floorplan.png
The bar under the picture is 20 um long. Pins as bars on the die edge.
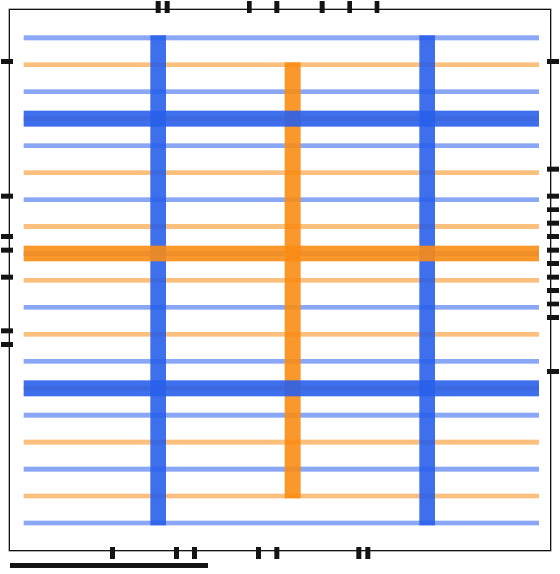
class_map.png
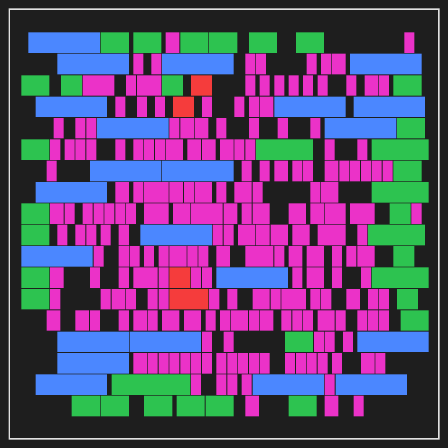
clock_wires.png
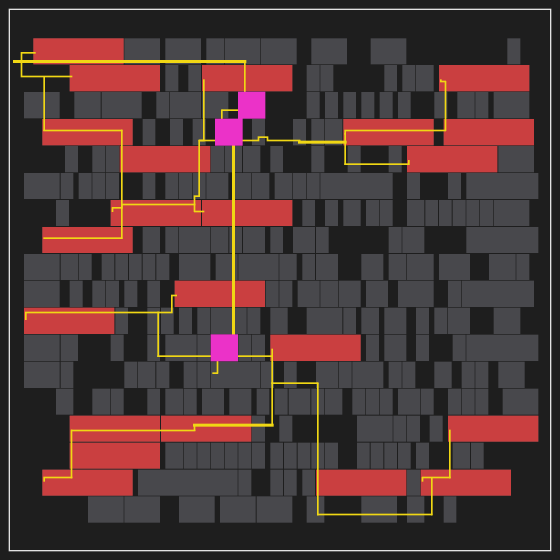
layers.png
The bar under the picture is 20 um long.
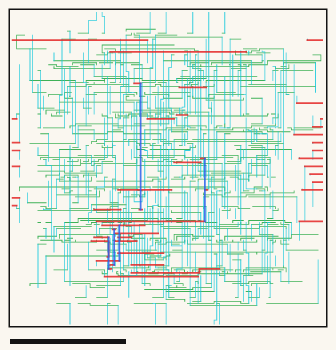
**src/rtl/gpr_byp_ctl_if.sv**
```systemverilog
// rtl/gpr_byp_ctl_if.sv - issue/bypass bundle between issue stage and gpr_byp_ctl
interface gpr_byp_ctl_if #(
    parameter int TAG_W = 5
);
    logic             adv;
    logic             flush;
    logic             iss_vld;
    logic             iss_wr;
    logic [TAG_W-1:0] iss_tag;
    logic             iss_ld;
    logic             rd_a_en;
    logic             rd_b_en;
    logic [TAG_W-1:0] rd_a_tag;
    logic [TAG_W-1:0] rd_b_tag;
    logic [3:0]       sel_a;
    logic [3:0]       sel_b;
    logic             stall;
    logic             iss_take;

    modport master (
        output adv, flush, iss_vld, iss_wr, iss_tag, iss_ld,
               rd_a_en, rd_b_en, rd_a_tag, rd_b_tag,
        input  sel_a, sel_b, stall, iss_take
    );

    modport slave (
        input  adv, flush, iss_vld, iss_wr, iss_tag, iss_ld,
               rd_a_en, rd_b_en, rd_a_tag, rd_b_tag,
        output sel_a, sel_b, stall, iss_take
    );
endinterface

```
**src/rtl/gpr_byp_ctl.sv**
```systemverilog
// rtl/gpr_byp_ctl.sv - GPR operand bypass select and RAW stall control
// Optional MEM-stage bypass enabled by defining GPR_BYP_MEM_EN.
module gpr_byp_ctl #(
    parameter int TAG_W = 5
) (
    input  logic         clk,
    input  logic         rst_n,
    gpr_byp_ctl_if.slave bus
);

    logic             ex_v, ex_wr, ex_ld;
    logic             mem_v, mem_wr, mem_ld;
    logic             wb_v, wb_wr, wb_ld;
    logic [TAG_W-1:0] ex_tag, mem_tag, wb_tag;

    logic [4:0] res_a, res_b;

    // Result is {hazard, one-hot select}; youngest producer wins.
    function automatic logic [4:0] resolve(input logic en, input logic [TAG_W-1:0] tag);
        logic m_ex, m_mem, m_wb;
        m_ex    = en && ex_v  && ex_wr  && (ex_tag  == tag);
        m_mem   = en && mem_v && mem_wr && (mem_tag == tag);
        m_wb    = en && wb_v  && wb_wr  && (wb_tag  == tag);
        resolve = 5'b0_0001;
        if (m_ex) begin
            resolve = ex_ld ? 5'b1_0001 : 5'b0_0010;
        end else if (m_mem) begin
`ifdef GPR_BYP_MEM_EN
            resolve = mem_ld ? 5'b1_0001 : 5'b0_0100;
`else
            resolve = 5'b1_0001;
`endif
        end else if (m_wb) begin
            resolve = 5'b0_1000;
        end
    endfunction

    always_comb begin
        res_a        = resolve(bus.rd_a_en, bus.rd_a_tag);
        res_b        = resolve(bus.rd_b_en, bus.rd_b_tag);
        bus.sel_a    = res_a[3:0];
        bus.sel_b    = res_b[3:0];
        bus.stall    = bus.iss_vld && (res_a[4] || res_b[4]);
        bus.iss_take = bus.iss_vld && bus.adv && !bus.stall && !bus.flush;
    end

    always_ff @(posedge clk or negedge rst_n) begin
        if (!rst_n) begin
            ex_v    <= 1'b0;
            ex_wr   <= 1'b0;
            ex_ld   <= 1'b0;
            ex_tag  <= '0;
            mem_v   <= 1'b0;
            mem_wr  <= 1'b0;
            mem_ld  <= 1'b0;
            mem_tag <= '0;
            wb_v    <= 1'b0;
            wb_wr   <= 1'b0;
            wb_ld   <= 1'b0;
            wb_tag  <= '0;
        end else begin
            if (bus.adv) begin
                wb_v   <= mem_v;
                wb_wr  <= mem_wr;
                wb_ld  <= mem_ld;
                wb_tag <= mem_tag;
            end
            // Flush kills EX/MEM even when the pipe is held; MEM still drains to WB above.
            if (bus.flush) begin
                ex_v  <= 1'b0;
                mem_v <= 1'b0;
            end else if (bus.adv) begin
                ex_v    <= bus.iss_take;
                ex_wr   <= bus.iss_wr;
                ex_ld   <= bus.iss_ld;
                ex_tag  <= bus.iss_tag;
                mem_v   <= ex_v;
                mem_wr  <= ex_wr;
                mem_ld  <= ex_ld;
                mem_tag <= ex_tag;
            end
        end
    end

endmodule

```
**src/flat_wrapper.sv**
```systemverilog
// flat-port wrapper written by rule: the top's interface ports become plain ports
module gpr_byp_ctl_flat 
#(
    parameter int TAG_W = 5
)
  (clk, rst_n, bus_adv, bus_flush, bus_iss_vld, bus_iss_wr, bus_iss_tag, bus_iss_ld, bus_rd_a_en, bus_rd_b_en, bus_rd_a_tag, bus_rd_b_tag, bus_sel_a, bus_sel_b, bus_stall, bus_iss_take);
  gpr_byp_ctl_if #(.TAG_W(TAG_W)) bus_i ();
  input  logic clk;
  input  logic rst_n;
  input wire logic [$bits(bus_i.adv)-1:0] bus_adv;
  input wire logic [$bits(bus_i.flush)-1:0] bus_flush;
  input wire logic [$bits(bus_i.iss_vld)-1:0] bus_iss_vld;
  input wire logic [$bits(bus_i.iss_wr)-1:0] bus_iss_wr;
  input wire logic [$bits(bus_i.iss_tag)-1:0] bus_iss_tag;
  input wire logic [$bits(bus_i.iss_ld)-1:0] bus_iss_ld;
  input wire logic [$bits(bus_i.rd_a_en)-1:0] bus_rd_a_en;
  input wire logic [$bits(bus_i.rd_b_en)-1:0] bus_rd_b_en;
  input wire logic [$bits(bus_i.rd_a_tag)-1:0] bus_rd_a_tag;
  input wire logic [$bits(bus_i.rd_b_tag)-1:0] bus_rd_b_tag;
  output wire logic [$bits(bus_i.sel_a)-1:0] bus_sel_a;
  output wire logic [$bits(bus_i.sel_b)-1:0] bus_sel_b;
  output wire logic [$bits(bus_i.stall)-1:0] bus_stall;
  output wire logic [$bits(bus_i.iss_take)-1:0] bus_iss_take;
  assign bus_i.adv = bus_adv;
  assign bus_i.flush = bus_flush;
  assign bus_i.iss_vld = bus_iss_vld;
  assign bus_i.iss_wr = bus_iss_wr;
  assign bus_i.iss_tag = bus_iss_tag;
  assign bus_i.iss_ld = bus_iss_ld;
  assign bus_i.rd_a_en = bus_rd_a_en;
  assign bus_i.rd_b_en = bus_rd_b_en;
  assign bus_i.rd_a_tag = bus_rd_a_tag;
  assign bus_i.rd_b_tag = bus_rd_b_tag;
  assign bus_sel_a = bus_i.sel_a;
  assign bus_sel_b = bus_i.sel_b;
  assign bus_stall = bus_i.stall;
  assign bus_iss_take = bus_i.iss_take;
  gpr_byp_ctl #(.TAG_W(TAG_W)) u_core (.clk(clk), .rst_n(rst_n), .bus(bus_i));
endmodule
```
**config.mk**
```make
export PLATFORM = sky130hd
export DESIGN_NAME = gpr_byp_ctl_flat
export DESIGN_NICKNAME = d
export VERILOG_FILES = /design/src/rtl/gpr_byp_ctl_if.sv /design/src/rtl/gpr_byp_ctl.sv /design/src/flat_wrapper.sv
export SDC_FILE = /design/constraint.sdc
export NUM_CORES = 1
export LEC_CHECK = 0
export ABC_AREA = 1
export CAP_MARGIN = 40
export CORE_UTILIZATION = 54
export CTS_CLUSTER_SIZE = 20
export DETAILED_ROUTE_END_ITERATION = 8
export PLACE_DENSITY = 0.95
export SYNTH_ARGS = -nofsm -noshare
export SYNTH_HDL_FRONTEND = slang
export SYNTH_SLANG_ARGS = --single-unit
```
**constraint.sdc**
```tcl
create_clock -name clk -period 3.4 [get_ports clk]
set_input_delay 0.68 -clock clk [delete_from_list [all_inputs] [get_ports clk]]
set_output_delay 0.68 -clock clk [all_outputs]
set_load 0.05 [all_outputs]
```
==> run summary <==
run results: met1 usage=0.398, ANT nets after route=0, Async SR Flop Fraction=1.00, WL met2=1.76 mm, Layout non-clock buf frac=0.205, sw frac=0.352, cells after synthesis=230, DIE HEIGHT=54.5 um, FF+latch area=551 um2, top logic cells by instance count in the layout=nand2_1 (97), inv_1 (28), clkdlybuf4s50_1 (23), boundary pin count=34, Max-area cell share=0.370, grt peak-use layer=met2, most frequent cell after synthesis=nand2_1, total power=0.686 mW, clk buf depth=2, Global Route met2 Usage=0.465, Final Non-Filler Cells=294, Row Count=18, Stages on worst setup path=8, CTS Sinks=22, max cap viols=0, biggest area cells=dfrtp_1 (37%), nand2_1 (24%), inv_1 (7.1%), most numerous logic cell after layout=nand2_1, Int Pwr=0.444 mW, Yosys Instances=230, DRC=0, Final HPWL DP=2.99 mm, global-route wire length before repair=6.02 mm, Pre-Place Util=0.585, outcome=finished clean, largest cell class by area=combinational gates, Worst-path clk slew=0.12 ns, worst-path fanout max=4, combinational share of cell area=0.410, Critical Path Most Common Cell=nand2_1, static leakage=0.998 nW, Crit path largest cell delay=0.54 ns, fin crit period=2.90 ns, Synth top cells by count=nand2_1 (97), inv_1 (28), dfrtp_1 (22), Pwr Density=355 nW/um2, top layer used by detailed routing=met4, synthesized cell area=1490 um2, Top pwr grp=sequential cells, Max H-tree Level=1, comb. cell area=792 um2, number of enable flip-flop cells=0, Setup Slack @ Placement=0.516 ns, invs w/o clock=32, WP data required=2.72 ns, Setup CP Type=input pin to primary output, Top Registers=u_core.ex_tag: 5 flops, u_core.mem_tag: 5 flops, u_core.wb_tag: 5 flops, fraction of layout instances using a drive strength above 1=0.133, Synth-to-Final Area Change=29.9%, detailed-route wire length on metal 1=1.70 mm, final setup fails=0, final hold vios=0, CP Buf/Inv Count=3, die footprint=2970 um2, post-CTS resize count=0, CTS tree=done, final core utilization=0.759, maximum VDD drop=0.000357 V, gr ovfl total=0, Reg-to-Reg End=u_core.ex_v, fraction of area in clock buffers and inverters=0.0188, port buffer count=31, Clock Buffer Count=4, core footprint=2540 um2, die x size=54.5 um, max-slew violations=0, Setup TNS=0 ns, yosys warns=0, Avg Inst Size Synth=6.47 um2, critical path arrival=2.22 ns
Notes on floorplan.png above:
Key: VSS = blue; VDD = orange
19 met1 rails follow the rows. The core has 18 rows. 34 signal pins sit on the boundary.

Notes on class_map.png above:
Key: clock drivers and dummy loads = red [cells 4]; remaining logic cells = magenta [cells 204]; remaining buffers and delay cells = green [cells 34]; registers = blue [cells 22]

Notes on clock_wires.png above:
Key: clock wires = yellow [length 277 um]; flip-flops = red [count 22]; clock-net drivers = magenta [count 3]
There are 4 routed clock nets. Position of the flops: widely spread.
final clock skew: 0.00693 ns
clk ins delay skew pair: 0.32 ns
Clk power: 0.150 mW
clock power share: 0.219

Notes on layers.png above:
Key: M3 = red [wire length 217 um]; M2 = cyan [wire length 1,760 um]; M1 = green [wire length 1,700 um]; M4 = blue [wire length 50.3 um]
via count: 1,559
Routed Wire Length: 3.72 mm
wire per inst: 12.7 um
global-route usage over all layers: 0.286

==> kinds of logic after synthesis <==
| family | synth area share |
|---|---|
| AOI/OAI and AO/OA | 0.0892 |
| buffers and inverters | 0.100 |
| other | 0.00252 |
| xor gates and xnor gates | 0.0236 |
| and+or+nand+nor | 0.415 |
| DFF | 0.370 |
==> how the worst min path moves through the flow <==
stage	from	endpoint	slack, ns
after floorplan	rst_n	u_core.ex_ld	0.38
after global placement	u_core.wb_v	u_core.wb_v	0.48
after detailed placement	u_core.wb_v	u_core.wb_v	0.49
after CTS	u_core.wb_v	u_core.wb_v	0.52
after global routing	u_core.wb_wr	u_core.wb_wr	0.57
final	u_core.wb_wr	u_core.wb_wr	0.52
Power figures rest on the tool's default switching activity, not on a simulated workload.
